### src/rtl/bin2bcd_pkg.sv
// rtl/bin2bcd_pkg.sv - shared types and helpers for the bin2bcd_seq converter
// Optional build macro: BIN2BCD_SAT99_EN
package bin2bcd_pkg;

    typedef enum logic [1:0] {
        IDLE  = 2'd0,
        SHIFT = 2'd1,
        DONE  = 2'd2
    } state_t;

    localparam int BCD_DIGIT_W = 4;

    // Bit counter must index 0..w-1; a one-bit input still needs a one-bit counter
    function automatic int cnt_width(input int w);
        return (w < 2) ? 1 : $clog2(w);
    endfunction

endpackage

### src/rtl/bin2bcd_seq_if.sv
// rtl/bin2bcd_seq_if.sv - start/busy/done conversion handshake; ovf only with BIN2BCD_SAT99_EN
interface bin2bcd_seq_if #(
    parameter int W = 8,
    parameter int D = 3
);
    logic           start;
    logic [W-1:0]   bin_in;
    logic           busy;
    logic           done;
    logic [4*D-1:0] bcd_out;
`ifdef BIN2BCD_SAT99_EN
    logic           ovf;

    modport master (output start, bin_in, input busy, done, bcd_out, ovf);
    modport slave  (input start, bin_in, output busy, done, bcd_out, ovf);
`else
    modport master (output start, bin_in, input busy, done, bcd_out);
    modport slave  (input start, bin_in, output busy, done, bcd_out);
`endif
endinterface

### src/rtl/bin2bcd_bcd_add3.sv
// rtl/bin2bcd_bcd_add3.sv - combinational double-dabble digit corrector (+3 when digit >= 5)
module bcd_add3 (
    input  logic [3:0] din,
    output logic [3:0] dout
);
    always_comb begin
        dout = din;
        if (din >= 4'd5) begin
            dout = din + 4'd3;
        end
    end
endmodule

### src/rtl/bin2bcd_seq.sv
// rtl/bin2bcd_seq.sv - sequential shift-and-add-3 binary to packed BCD converter
// Optional build macro: BIN2BCD_SAT99_EN (saturate inputs above 99 to 0x099 and flag ovf)
module bin2bcd_seq
    import bin2bcd_pkg::*;
#(
    parameter int W = 8,
    parameter int D = 3
) (
    input  logic          clk,
    input  logic          reset,
    bin2bcd_seq_if.slave  bus
);
    localparam int BW = D * BCD_DIGIT_W;
    localparam int SW = BW + W;
    localparam int CW = cnt_width(W);

    state_t          state;
    state_t          state_nxt;
    logic [SW-1:0]   sr;
    logic [SW-1:0]   adj_sr;
    logic [SW-1:0]   next_sr;
    logic [BW-1:0]   adj_bcd;
    logic [CW-1:0]   cnt;
    logic [BW-1:0]   bcd_q;
    logic            accept;
    logic            last_shift;

    assign accept     = bus.start && ((state == IDLE) || (state == DONE));
    assign last_shift = (state == SHIFT) && (cnt == CW'(W - 1));

    genvar g;
    generate
        for (g = 0; g < D; g++) begin : g_digit
            bcd_add3 u_add3 (
                .din  (sr[W + g*BCD_DIGIT_W +: BCD_DIGIT_W]),
                .dout (adj_bcd[g*BCD_DIGIT_W +: BCD_DIGIT_W])
            );
        end
    endgenerate

    assign adj_sr  = {adj_bcd, sr[W-1:0]};
    assign next_sr = adj_sr << 1;

    always_ff @(posedge clk or posedge reset) begin
        if (reset) begin
            state <= IDLE;
        end else begin
            state <= state_nxt;
        end
    end

    always_comb begin
        state_nxt = state;
        case (state)
            IDLE:    if (bus.start) state_nxt = SHIFT;
            SHIFT:   if (last_shift) state_nxt = DONE;
            DONE:    state_nxt = bus.start ? SHIFT : IDLE;
            default: state_nxt = IDLE;
        endcase
    end

    always_comb begin
        bus.busy = 1'b0;
        bus.done = 1'b0;
        case (state)
            SHIFT:   bus.busy = 1'b1;
            DONE:    bus.done = 1'b1;
            default: ;
        endcase
    end

    // Working register stays private; bcd_q only changes on the final shift
    always_ff @(posedge clk or posedge reset) begin
        if (reset) begin
            sr  <= '0;
            cnt <= '0;
        end else if (accept) begin
            sr  <= {{BW{1'b0}}, bus.bin_in};
            cnt <= '0;
        end else if (state == SHIFT) begin
            sr  <= next_sr;
            cnt <= cnt + 1'b1;
        end
    end

`ifdef BIN2BCD_SAT99_EN
    localparam logic [BW-1:0] SAT_BCD = BW'(8'h99);

    logic sat_pend;
    logic ovf_q;

    always_ff @(posedge clk or posedge reset) begin
        if (reset) begin
            sat_pend <= 1'b0;
            bcd_q    <= '0;
            ovf_q    <= 1'b0;
        end else begin
            if (accept) begin
                sat_pend <= (32'(bus.bin_in) > 32'd99);
            end
            if (last_shift) begin
                bcd_q <= sat_pend ? SAT_BCD : next_sr[SW-1:W];
                ovf_q <= sat_pend;
            end
        end
    end

    assign bus.ovf = ovf_q;
`else
    always_ff @(posedge clk or posedge reset) begin
        if (reset) begin
            bcd_q <= '0;
        end else if (last_shift) begin
            bcd_q <= next_sr[SW-1:W];
        end
    end
`endif

    assign bus.bcd_out = bcd_q;

endmodule

### src/flat_wrapper.sv
// flat-port wrapper written by rule: the top's interface ports become plain ports
module bin2bcd_seq_flat import bin2bcd_pkg::*;
#(
    parameter int W = 8,
    parameter int D = 3
)
  (clk, reset, bus_start, bus_bin_in, bus_busy, bus_done, bus_bcd_out);
  bin2bcd_seq_if #(.W(W), .D(D)) bus_i ();
  input  logic clk;
  input  logic reset;
  input wire logic [$bits(bus_i.start)-1:0] bus_start;
  input wire logic [$bits(bus_i.bin_in)-1:0] bus_bin_in;
  output wire logic [$bits(bus_i.busy)-1:0] bus_busy;
  output wire logic [$bits(bus_i.done)-1:0] bus_done;
  output wire logic [$bits(bus_i.bcd_out)-1:0] bus_bcd_out;
  assign bus_i.start = bus_start;
  assign bus_i.bin_in = bus_bin_in;
  assign bus_busy = bus_i.busy;
  assign bus_done = bus_i.done;
  assign bus_bcd_out = bus_i.bcd_out;
  bin2bcd_seq #(.W(W), .D(D)) u_core (.clk(clk), .reset(reset), .bus(bus_i));
endmodule
### config.mk
export PLATFORM = sky130hd
export DESIGN_NAME = bin2bcd_seq_flat
export DESIGN_NICKNAME = d
export VERILOG_FILES = /design/src/rtl/bin2bcd_pkg.sv /design/src/rtl/bin2bcd_seq_if.sv /design/src/rtl/bin2bcd_bcd_add3.sv /design/src/rtl/bin2bcd_seq.sv /design/src/flat_wrapper.sv
export SDC_FILE = /design/constraint.sdc
export NUM_CORES = 1
export LEC_CHECK = 0
export CAP_MARGIN = 20
export CORE_UTILIZATION = 57
export CTS_CLUSTER_DIAMETER = 80
export DETAILED_ROUTE_END_ITERATION = 10
export PLACE_DENSITY = 0.83
export SLEW_MARGIN = 20
export SYNTH_ARGS = -nofsm -noshare
export SYNTH_HDL_FRONTEND = slang
export SYNTH_SLANG_ARGS = --single-unit
### constraint.sdc
create_clock -name clk -period 3 [get_ports clk]
set_clock_uncertainty 0.05 [all_clocks]
set_input_delay 0.9 -clock clk [delete_from_list [all_inputs] [get_ports clk]]
set_output_delay 0.9 -clock clk [all_outputs]
set_load 0.1 [all_outputs]
### Where the registers sit, run 1

Scale bar: 20 µm. Other cells in grey.
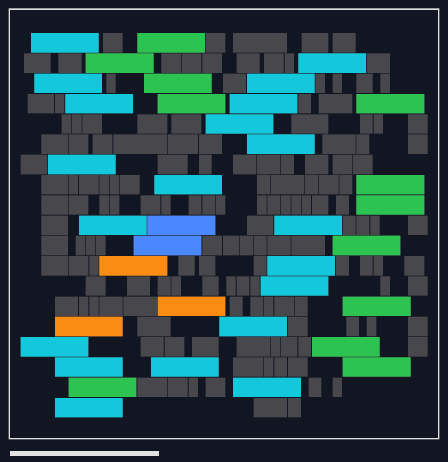
| colour | netlist name | placed flops |
|---|---|---|
| blue | u_core.state | 2 |
| orange | u_core.cnt | 3 |
| green | u_core.bus.bcd_out | 12 |
| cyan | u_core.sr | 20 |

### Sizing map, run 1

Scale bar: 20 µm.
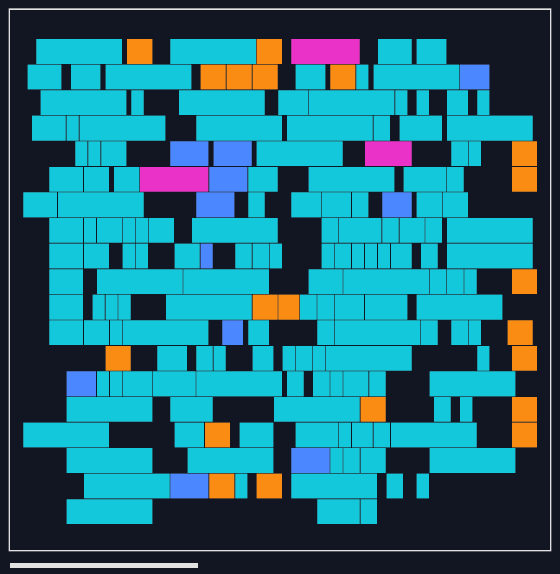
| colour | size | cells | share |
|---|---|---|---|
| magenta | drive 6 and up | 3 | 1.6% |
| cyan | drive 1 or less | 152 | 82% |
| blue | drive 2 | 11 | 5.9% |
| orange | drive 3 to 4 | 20 | 11% |
Plain + repair buffers: 25
Final Instance Area: 2000 µm²
Synth-to-Final Area Change: 14.1%

### Signal wires by layer, run 1

Scale bar: 20 µm.
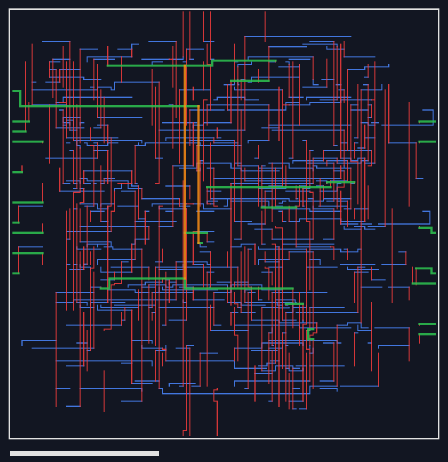
| colour | layer | wire length |
|---|---|---|
| blue | met1 | 1300 µm |
| orange | met4 | 46.9 µm |
| green | met3 | 156 µm |
| red | met2 | 1660 µm |

==> out/results.ini, run 1 <==
[routing]
vias=1263
drt_iter0_drc=64
first_pass_iters=7
routedWlPerCell_um=14.6
routed_wl_um=3160
drc=2
vias_per_cell=5.82
antenna_left=0

[placement]
post-dp-hpwl_um=2270
globalplace.congestion=0.771
io_buffers=24
dpl_cell_area_um2=1950
dp_slack_ns=0.793

[global_routing]
grt_max_degree=38
first_global_vias=1208
grt_pass1_wl_um=5530
track_usage_pct=22.9
grt_overflow=0
antenna_found_initial=0

[status]
failed_checks=design-rule violations
outcome=finished with violations

[job]
max_cap_viol_count=0
warnings=29

[synth]
synth_cells=161
netlist_area_um2=1750
ys_warn_count=0
yosys_area_um2=1750
floorplan.nets=180
mux_area_share_pct=5.00
syn_area_per_cell_um2=10.9
ys_sh_xor_pct=1.50
simple_gate_area_share_pct=13.6
synth_cell_types=29
yosysCellCount=161
compound_area_share_pct=15.3
adder_share_pct=5.71
ys_seq_elements=37
logic_family=AND-OR/OR-AND gates
ys_seq_share_pct=52.8

[final_layout]
layout-drive-gt1-share_pct=18.3
nets=205
antenna_cells=0
final_cell_mix=37 x dfrtp_1, 28 x nand2_1, 15 x o21ai_0
final_common_cell=dfrtp_1
fillers=211

[sta]
rsz0062_at_grt=false
max_freq_mhz=402
worstMarginPinSlew_ns=0.451
finalSetupViolations=0
finalCritPeriodShare_pct=82.9
relSlewSlack_pct=69.9
hold_viol_final=0
final.min_clock_period_ns=2.49
finalSetupTns_ns=0
timing.final.ws_setup_ns=0.513
slew_viol_final=0

[floorplan]
core_um2=2830
floorplan.rows=19
die_w_um=57.5
chipArea_um2=3300
die_y_um=57.5
fp_util_pct=62.0
num_io_pins=25

[critical_path]
cp.buffers_inverters=2
critPathRequiredTime_ns=2.05
reg2reg_slack_ns=1.10
cpMaxStageDelayCell=dfrtp_1
arrival_ns=1.54
crit_path_end_kind=output port
path_max_fanout=20
path_class=reg2out
slowest_delay_ns=0.38
cp-start-kind=flip-flop
path_cells=nand2b_1 -> inv_4 -> buf_12
cp_top_family=buffers and inverters

[cts]
h-tree-depth=2
cts-root-buf=clkbuf_4
tritoncts=done
post_cts_buffers=0
path_clk_slew_ns=0.10
cts_buffers=5
clk_path_buf_depth=2
ctsHoldBuffers=0
insertion_delay_ns=0.34
cts_resized=0
clock_sinks=37

[hold_path]
hold_class=reg2reg

[run 1: cell families after synthesis]
family                   after synthesis
multiplexers                           8
flip-flops                            37
AND/OR/NAND/NOR                       47
adder cells (fa/ha/maj)                8
XOR/XNOR                               3
buffers and inverters                 16
AND-OR/OR-AND                         42
[run 1: synth_stat cells]
master,instances,area share [%]
a21oi_1,7,2.0
nor2b_1,1,0.36
mux2_2,6,3.9
o21ai_0,15,4.3
buf_6,3,1.9
a22oi_1,7,3.0
a21oi_2,2,1.0
o21bai_1,1,0.43
nand2_1,28,6.0
and2b_2,1,0.50
buf_4,1,0.43
ha_1,8,5.7
buf_2,2,0.57
o21ai_1,2,0.57
nand2b_1,4,1.4
nor2_1,1,0.21
inv_1,7,1.5
mux2i_1,2,1.1
nor3_1,2,0.57
nor2_8,1,1.1
nand3_1,3,0.86
inv_2,1,0.21
nand2_2,1,0.36
dfrtp_1,37,53
a22o_1,8,4.0
inv_4,1,0.36
buf_12,1,1.1
nor3b_1,5,2.1
xnor2_1,3,1.5
[run 1: state kept, by name (all words and copies together) (netlist names)]
| name | cells |
|---|---|
| u_core.bus.bcd_out | 12 |
| u_core.state | 2 |
| u_core.sr | 20 |
| u_core.cnt | 3 |
[run 1: final timing paths]
kind,depth (start not counted),start,end
setup / recovery,3,u_core.state[1],bus_busy
hold / removal,2,u_core.sr[4],u_core.sr[4]
setup reg to reg,5,u_core.state[1],u_core.bus.bcd_out[9]
hold reg to reg,2,u_core.sr[4],u_core.sr[4]
max in group asynchronous,3,reset,u_core.sr[19]
min in group asynchronous,3,reset,u_core.cnt[0]
[run 1: worst min-delay path, stage by stage (launching register included)]
cell and delay [ns]:
dfrtp_1 0.36, nand2_1 0.05, nand2_1 0.06
[run 1: stage by stage]
stage          hold slack, ns  instances  utilization (%)
6_report                0.440        217             70.7
3_5_place_dp            0.417        210             68.8
4_1_cts                 0.442        217             70.7
2_1_floorplan           0.396        161                -
5_1_grt                 0.461        217             70.7
3_3_place_gp            0.409        210             68.8
[run 1: metal layers]
layer	up-vias	GRT usage, %	routed length (µm)
met5	-	0	0
met2	34	37.2	1660
li1	606	-	-
met3	5	7.48	155
met4	0	9.06	46
met1	618	28.4	1300
[run 1: cell type report]
class	count	area [µm²]	share of cell area [%]
inverter	9	36.3	1.81
multi-input combinational	108	719	36.0
clock buffer	7	55.1	2.75
sequential	37	926	46.3
timing repair buffer	25	225	11.3
tap	31	38.8	1.94
==> run 1 -> run 2 <==
- CORE_UTILIZATION: 57 -> 48
- PLACE_DENSITY: 0.83 -> 0.74
- clock period: 3 -> 2.21 ns (I/O delays scaled with it)
### Sizing map, run 2

Scale bar: 20 µm.
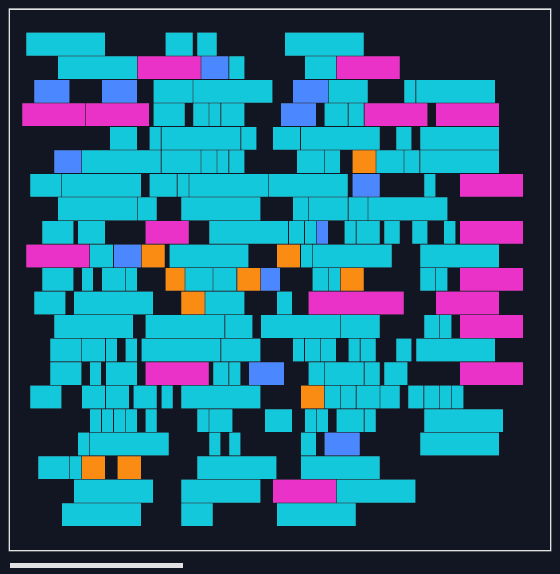
| colour | size | cells | share |
|---|---|---|---|
| cyan | drive 1 or less | 151 | 79% |
| magenta | drive 6 and up | 17 | 8.9% |
| orange | drive 3 to 4 | 10 | 5.3% |
| blue | drive 2 | 12 | 6.3% |
final worst setup slack: 0.235 ns
Final Instance Area: 2240 µm²
Synth-to-Final Area Change: 27.6%
Plain + repair buffers: 28

### I/O nets highlighted, run 2

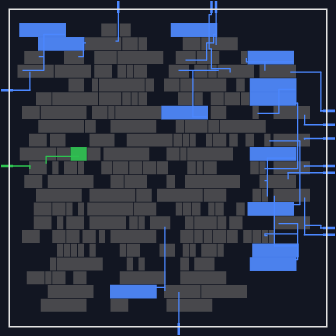
| colour | port | bits | direction | edge | end cells | buffers | wire |
|---|---|---|---|---|---|---|---|
| green | bus_start | 1 | input | left | 1 | 1 | 11.8 µm |
| blue | bus_bcd_out | 12 | output | 7 right, 3 top, 1 bottom, 1 left | 12 | 12 | 271 µm |

### The clock network, run 2

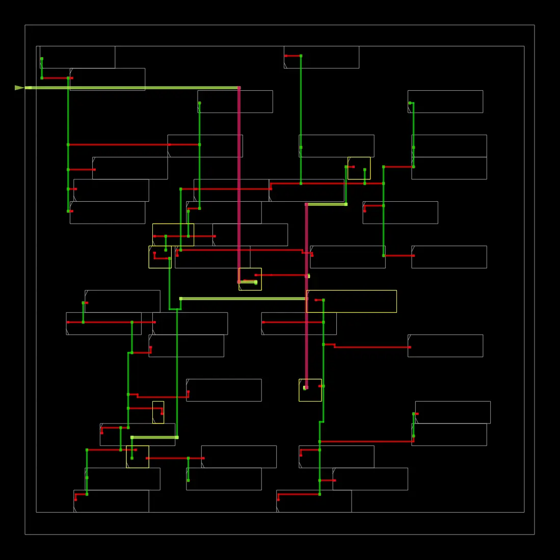
clk latency late pin: 0.35 ns
Flop Count: 37

==> run 2 against run 1 <==
  * The run now ends clean
  * Sequential cell count unchanged
  * Clock-buffer cell count stayed put
  * Highest routed layer unchanged
  * Design area up 12%
  * Global-route usage decreased by 3.6 points
  * Non-clock buffer count increased by 3
  * Critical path depth is the same
  * Area after synthesis is the same
  * Largest cell class unchanged
==> out/results.ini, run 2 <==
[status]
outcome=finished clean

[final_layout]
logic_area_um2=722  ; +0.35%
final_common_cell=dfrtp_1
flop_area_um2=926  ; unchanged
utilization_pct=65.5  ; -5.2 points
nets=208  ; +1.5%
fillers=269  ; +27%
layout-drive-gt1-share_pct=20.5  ; +2.2 points
antenna_cells=0  ; unchanged
largest_reg_flops=20  ; unchanged
final_cell_mix=37 x dfrtp_1, 28 x nand2_1, 15 x o21ai_0
largest_register=u_core.sr

[placement]
globalplace.congestion=0.750  ; -2.8%
post-dp-hpwl_um=2330  ; +2.6%
io_buffers=24  ; unchanged
dpl_cell_area_um2=2150  ; +11%

[job]
max_cap_viol_count=0  ; unchanged
warnings=29  ; unchanged

[synth]
ys_top_cells_by_count=37 x dfrtp_1, 28 x nand2_1, 15 x o21ai_0, 8 x a22o_1, 8 x ha_1
netlist_area_um2=1750  ; unchanged
yosysCellCount=161  ; unchanged
syn_area_per_cell_um2=10.9  ; unchanged
edf_count=0  ; unchanged
synth_top_cell_by_count=dfrtp_1
topCellsByArea=dfrtp_1 53%, nand2_1 6.0%, ha_1 5.7%
synth_cells=161  ; unchanged
floorplan.nets=180  ; unchanged
ys.flop_type=dfrtp_1
ys_warn_count=0  ; unchanged
synth_top_area_share_pct=52.8  ; unchanged
largest_area_cell=dfrtp_1
ys_seq_share_pct=52.8  ; unchanged
ys_seq_elements=37  ; unchanged
synth_cell_types=29  ; unchanged

[critical_path]
arrival_ns=1.26  ; -0.28 ns
critPathRequiredTime_ns=1.50  ; -0.55 ns
reg2reg_slack_ns=0.42  ; -0.68 ns
endpoint=bus_busy
crit_path_end_kind=output port
path_max_fanout=9  ; -55%
reg2reg_to=u_core.sr[10]
cpMaxStageDelayCell=dfrtp_1
rr_startpoint=u_core.sr[8]
r2r_cells=6  ; +1
critPathLaunch=u_core.state[1]
slowest_delay_ns=0.39  ; about the same
path_cells=nand2b_1 -> inv_4 -> buf_12

[sta]
finalSetupTns_ns=0  ; unchanged
slew_viol_final=0  ; unchanged
worstMarginPinSlew_ns=0.447  ; -0.00469 ns
max_freq_mhz=506
finalSetupViolations=0  ; unchanged
rsz0062_at_grt=false
relSlewSlack_pct=70.2  ; +0.31 points
finalCritPeriodShare_pct=89.4
hold_viol_final=0  ; unchanged
final.min_clock_period_ns=1.98

[floorplan]
die_w_um=62.4  ; +8.7%
floorplan.rows=21  ; +2
chipArea_um2=3900  ; +18%
fp_util_pct=51.3  ; -11 points
core_um2=3420  ; +21%
die_y_um=62.4  ; +8.7%

[cts]
clk_path_buf_depth=2  ; unchanged
post_cts_buffers=0  ; unchanged
tritoncts=done
h-tree-depth=2  ; unchanged
cts-root-buf=clkbuf_4
cts_buffers=5  ; unchanged
cts_resized=0  ; unchanged
ctsHoldBuffers=0  ; unchanged
clock_sinks=37  ; unchanged

[routing]
drc=0  ; -2
vias_per_cell=5.41  ; -7.1%
routedWlPerCell_um=14.0  ; -4.1%
first_pass_iters=4  ; -3
vias=1276  ; +1.0%
antenna_left=0  ; unchanged
routed_wl_um=3300  ; +4.3%
drt_iter0_drc=67  ; +4.7%

[global_routing]
grt_overflow=0  ; unchanged
antenna_found_initial=0  ; unchanged
track_usage_pct=19.3  ; -3.6 points
first_global_vias=1307  ; +8.2%
grt_pass1_wl_um=5840  ; +5.6%

[hold_path]
hold_class=reg2reg

-- run 2: cell counts after synthesis --
No cell type changed its count.
-- run 2: cells by family after synthesis --
family	count (synthesis)	synth area share (%)
AND-OR/OR-AND	42	15.3
XOR/XNOR	3	1.50
adder cells (fa/ha/maj)	8	5.71
buffers and inverters	16	6.14
flip-flops	37	52.8
multiplexers	8	5.00
AND/OR/NAND/NOR	47	13.6
-- run 2: final cells by class --
| cell class | instances | share of cell area, % |
|---|---|---|
| tap | 46 | 2.57 |
| sequential | 37 | 41.4 |
| multi-input combinational | 108 | 32.3 |
| inverter | 9 | 1.62 |
| clock buffer | 7 | 2.46 |
| timing repair buffer | 28 | 18.3 |
| clock inverter | 1 | 1.34 |
-- run 2: critical path: cells and delay by family (launching register included) --
family                 cells  cell delay, ns
AND/OR/NAND/NOR            1            0.20
buffers and inverters      2            0.32
flip-flops                 1            0.39
-- run 2: metal layers --
layer / share of wire, % / GRT usage [%]
met1: 44 / 24.2
met2: 50 / 31.3
met3: 4.2 / 5.29
met4: 1.7 / 8.43
met5: 0 / 0
-- run 2: how the worst min path moves through the flow --
stage / startpoint / end / slack, ns / depth (start not counted)
global placement: u_core.sr[3] / u_core.sr[3] / 0.41 / 2
floorplan: u_core.sr[1] / u_core.sr[1] / 0.40 / 2
CTS: u_core.sr[1] / u_core.sr[1] / 0.44 / 2
global route: u_core.sr[1] / u_core.sr[1] / 0.48 / 2
detailed placement: u_core.sr[1] / u_core.sr[1] / 0.42 / 2
finish: u_core.sr[5] / u_core.sr[5] / 0.44 / 2
-- run 2: through the flow --
stage | std cells | worst slack (ns) | hold WS [ns]
after global routing | 236 | 0.185 | 0.476
after global placement | 228 | 0.282 | 0.412
after floorplan | 161 | 0.308 | 0.396
after CTS | 236 | 0.227 | 0.442
final | 236 | 0.235 | 0.441
after detailed placement | 228 | 0.236 | 0.416
==> run 2 -> run 3 <==
- MAX_ROUTING_LAYER: default -> met4
### Where the registers sit, run 3

Scale bar: 20 µm. Other cells in grey.
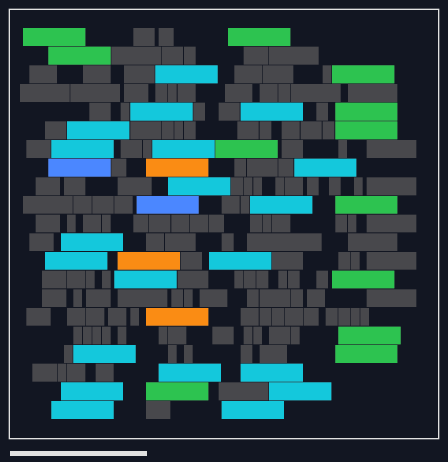
| colour | netlist name | placed flops |
|---|---|---|
| orange | u_core.cnt | 3 |
| blue | u_core.state | 2 |
| cyan | u_core.sr | 20 |
| green | u_core.bus.bcd_out | 12 |

### The clock network, run 3

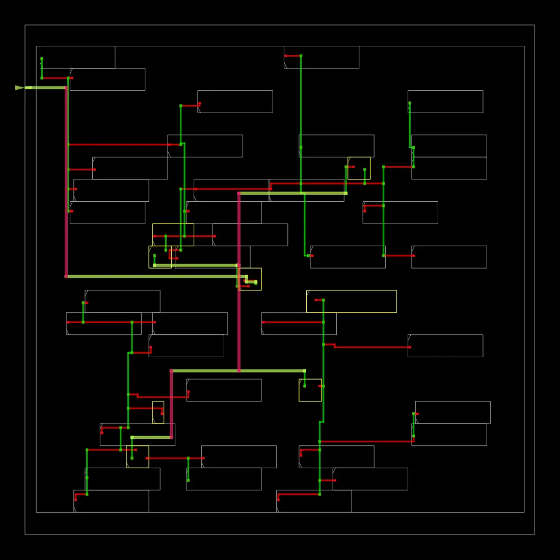
CTS buffer count: 5

### I/O nets highlighted, run 3

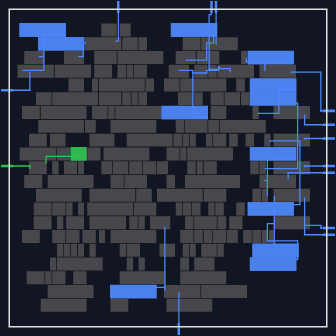
| colour | port | bits | direction | edge | end cells | buffers | wire |
|---|---|---|---|---|---|---|---|
| blue | bus_bcd_out | 12 | output | 7 right, 3 top, 1 bottom, 1 left | 12 | 12 | 269 µm |
| green | bus_start | 1 | input | left | 1 | 1 | 11.8 µm |
IO Port Bufs: 24
IO Pins: 25

==> run 3 against run 2 <==
  * Critical endpoint unchanged
  * Sequential share of layout area did not move
  * Highest routed layer unchanged
  * Fmax rose by 0.80%
  * Worst setup slack improved by 0.016 ns
  * First-iteration DRC count rose by 6.0%
  * Register-to-register slack barely moved
  * Global-route usage rose by 0.57 points
==> out/results.ini, run 3 <==
[critical_path]
path_max_fanout=9  ; unchanged
crit_path_end_kind=output port
r2r_cells=6  ; unchanged
path_class=reg2out
arrival_ns=1.25  ; about the same
cp-start-kind=flip-flop
critPathRequiredTime_ns=1.50  ; about the same

[synth]
logic_family=AND-OR/OR-AND gates
yosysCellCount=161  ; unchanged
netlist_area_um2=1750  ; unchanged
synthArstFlopShare_pct=100
synth_cell_types=29  ; unchanged
compound_area_share_pct=15.3  ; unchanged
largest_area_cell=dfrtp_1
topCellsByArea=dfrtp_1 53%, nand2_1 6.0%, ha_1 5.7%
ys_top_cells_by_count=37 x dfrtp_1, 28 x nand2_1, 15 x o21ai_0, 8 x a22o_1, 8 x ha_1
simple_gate_area_share_pct=13.6  ; unchanged
ys_sh_xor_pct=1.50  ; unchanged
synth_cells=161  ; unchanged
ys_warn_count=0  ; unchanged
ys_seq_share_pct=52.8  ; unchanged
edf_count=0  ; unchanged
synth_top_cell_by_count=dfrtp_1
synth_top_area_share_pct=52.8  ; unchanged
ys.flop_type=dfrtp_1
mux_area_share_pct=5.00  ; unchanged
floorplan.nets=180  ; unchanged
adder_share_pct=5.71  ; unchanged
ys_seq_elements=37  ; unchanged
syn_area_per_cell_um2=10.9  ; unchanged

[floorplan]
chipArea_um2=3900  ; unchanged
floorplan.rows=21  ; unchanged
fp_util_pct=51.3  ; unchanged
die_w_um=62.4  ; unchanged
core_um2=3420  ; unchanged
die_y_um=62.4  ; unchanged

[routing]
vias=1279  ; +0.24%
routedWlPerCell_um=13.9  ; -0.64%
antenna_left=0  ; unchanged
drt_iter0_drc=71  ; +6.0%
drc=0  ; unchanged
vias_per_cell=5.42  ; +0.24%
first_pass_iters=4  ; unchanged
routed_wl_um=3280  ; -0.64%

[global_routing]
grt_overflow=0  ; unchanged
grt_max_degree=38
grt_pass1_wl_um=5840  ; unchanged
antenna_found_initial=0  ; unchanged
first_global_vias=1311  ; +0.31%
track_usage_pct=19.9  ; +0.57 points

[job]
max_cap_viol_count=0  ; unchanged
warnings=29  ; unchanged

[cts]
path_clk_slew_ns=0.11
ctsHoldBuffers=0  ; unchanged
insertion_delay_ns=0.35  ; about the same
tritoncts=done
clock_sinks=37  ; unchanged
post_cts_buffers=0  ; unchanged
cts-root-buf=clkbuf_4
h-tree-depth=2  ; unchanged
cts_resized=0  ; unchanged
clk_path_buf_depth=2  ; unchanged

[final_layout]
fillers=269  ; unchanged
final_cell_area_um2=2240  ; unchanged
largest_reg_flops=20  ; unchanged
logic_area_um2=722  ; unchanged
syn_to_final_growth_pct=27.6  ; unchanged
final_cell_mix=37 x dfrtp_1, 28 x nand2_1, 15 x o21ai_0
nets=208  ; unchanged
antenna_cells=0  ; unchanged
final_common_cell=dfrtp_1
layoutNonFillerInstCount=236  ; unchanged
flop_area_um2=926  ; unchanged
largest_register=u_core.sr
layout-drive-gt1-share_pct=20.5  ; unchanged

[hold_path]
min_path_cells=2  ; unchanged
hold_class=reg2reg

[placement]
globalplace.congestion=0.759  ; +1.3%
dp_slack_ns=0.236  ; unchanged
dpl_cell_area_um2=2150  ; unchanged
place_inst=228  ; unchanged
post-dp-hpwl_um=2330  ; unchanged

[sta]
relSlewSlack_pct=70.2  ; about the same
finalSetupViolations=0  ; unchanged
slew_viol_final=0  ; unchanged
hold_viol_final=0  ; unchanged
timing.final.ws_setup_ns=0.250  ; +0.0156 ns
finalSetupTns_ns=0  ; unchanged
final.min_clock_period_ns=1.96  ; -0.0156 ns
rsz0062_at_grt=false
finalCritPeriodShare_pct=88.7  ; -0.71 points
worstMarginPinSlew_ns=0.447  ; +0.000381 ns
max_freq_mhz=510  ; +0.80%

[status]
outcome=finished clean

==> run 3: cell counts in the layout (fill, tap and decap cells not counted) <==
No cell type changed its count.
==> run 3: worst paths after layout <==
kind	endpoint	slack [ns]	start
max	bus_busy	0.25	u_core.state[1]
min	u_core.sr[5]	0.44	u_core.sr[5]
max reg2reg	u_core.sr[10]	0.42	u_core.sr[8]
min reg2reg	u_core.sr[5]	0.44	u_core.sr[5]
max in group asynchronous	u_core.sr[15]	1.14	reset
min in group asynchronous	u_core.sr[12]	0.65	reset
==> run 3: stage by stage <==
step                      hold WS [ns]  utilization, %
after floorplan                  0.396               -
after global placement           0.412            63.0
after detailed placement         0.416            63.0
after CTS                        0.442            65.5
after global routing             0.476            65.5
final                            0.441            65.5
==> run 3: routing by layer <==
layer	track usage (%)	part of all wire (%)
met1	24.2	43
met4	8.43	1.9
met3	5.29	5.0
met2	31.3	50
met5	-	0
==> run 3: worst max-delay path, cell delays in order (launching register included) <==
cell and delay [ns]:
dfrtp_1 0.38, nand2b_1 0.19, inv_4 0.14, buf_12 0.18
==> run 3: layout make-up <==
type | instances | share of cell area [%]
multi-input combinational | 108 | 32.3
tap | 46 | 2.57
clock inverter | 1 | 1.34
timing repair buffer | 28 | 18.3
clock buffer | 7 | 2.46
inverter | 9 | 1.62
sequential | 37 | 41.4
==> run 3: cells by family (layout without fill, tap and decap cells) <==
logic type	count (synthesis)	count (layout)
fa+ha+maj	8	8
compound gates	42	42
flops	37	37
mux	8	8
buf+inv	16	45
xor+xnor	3	3
simple gates	47	47
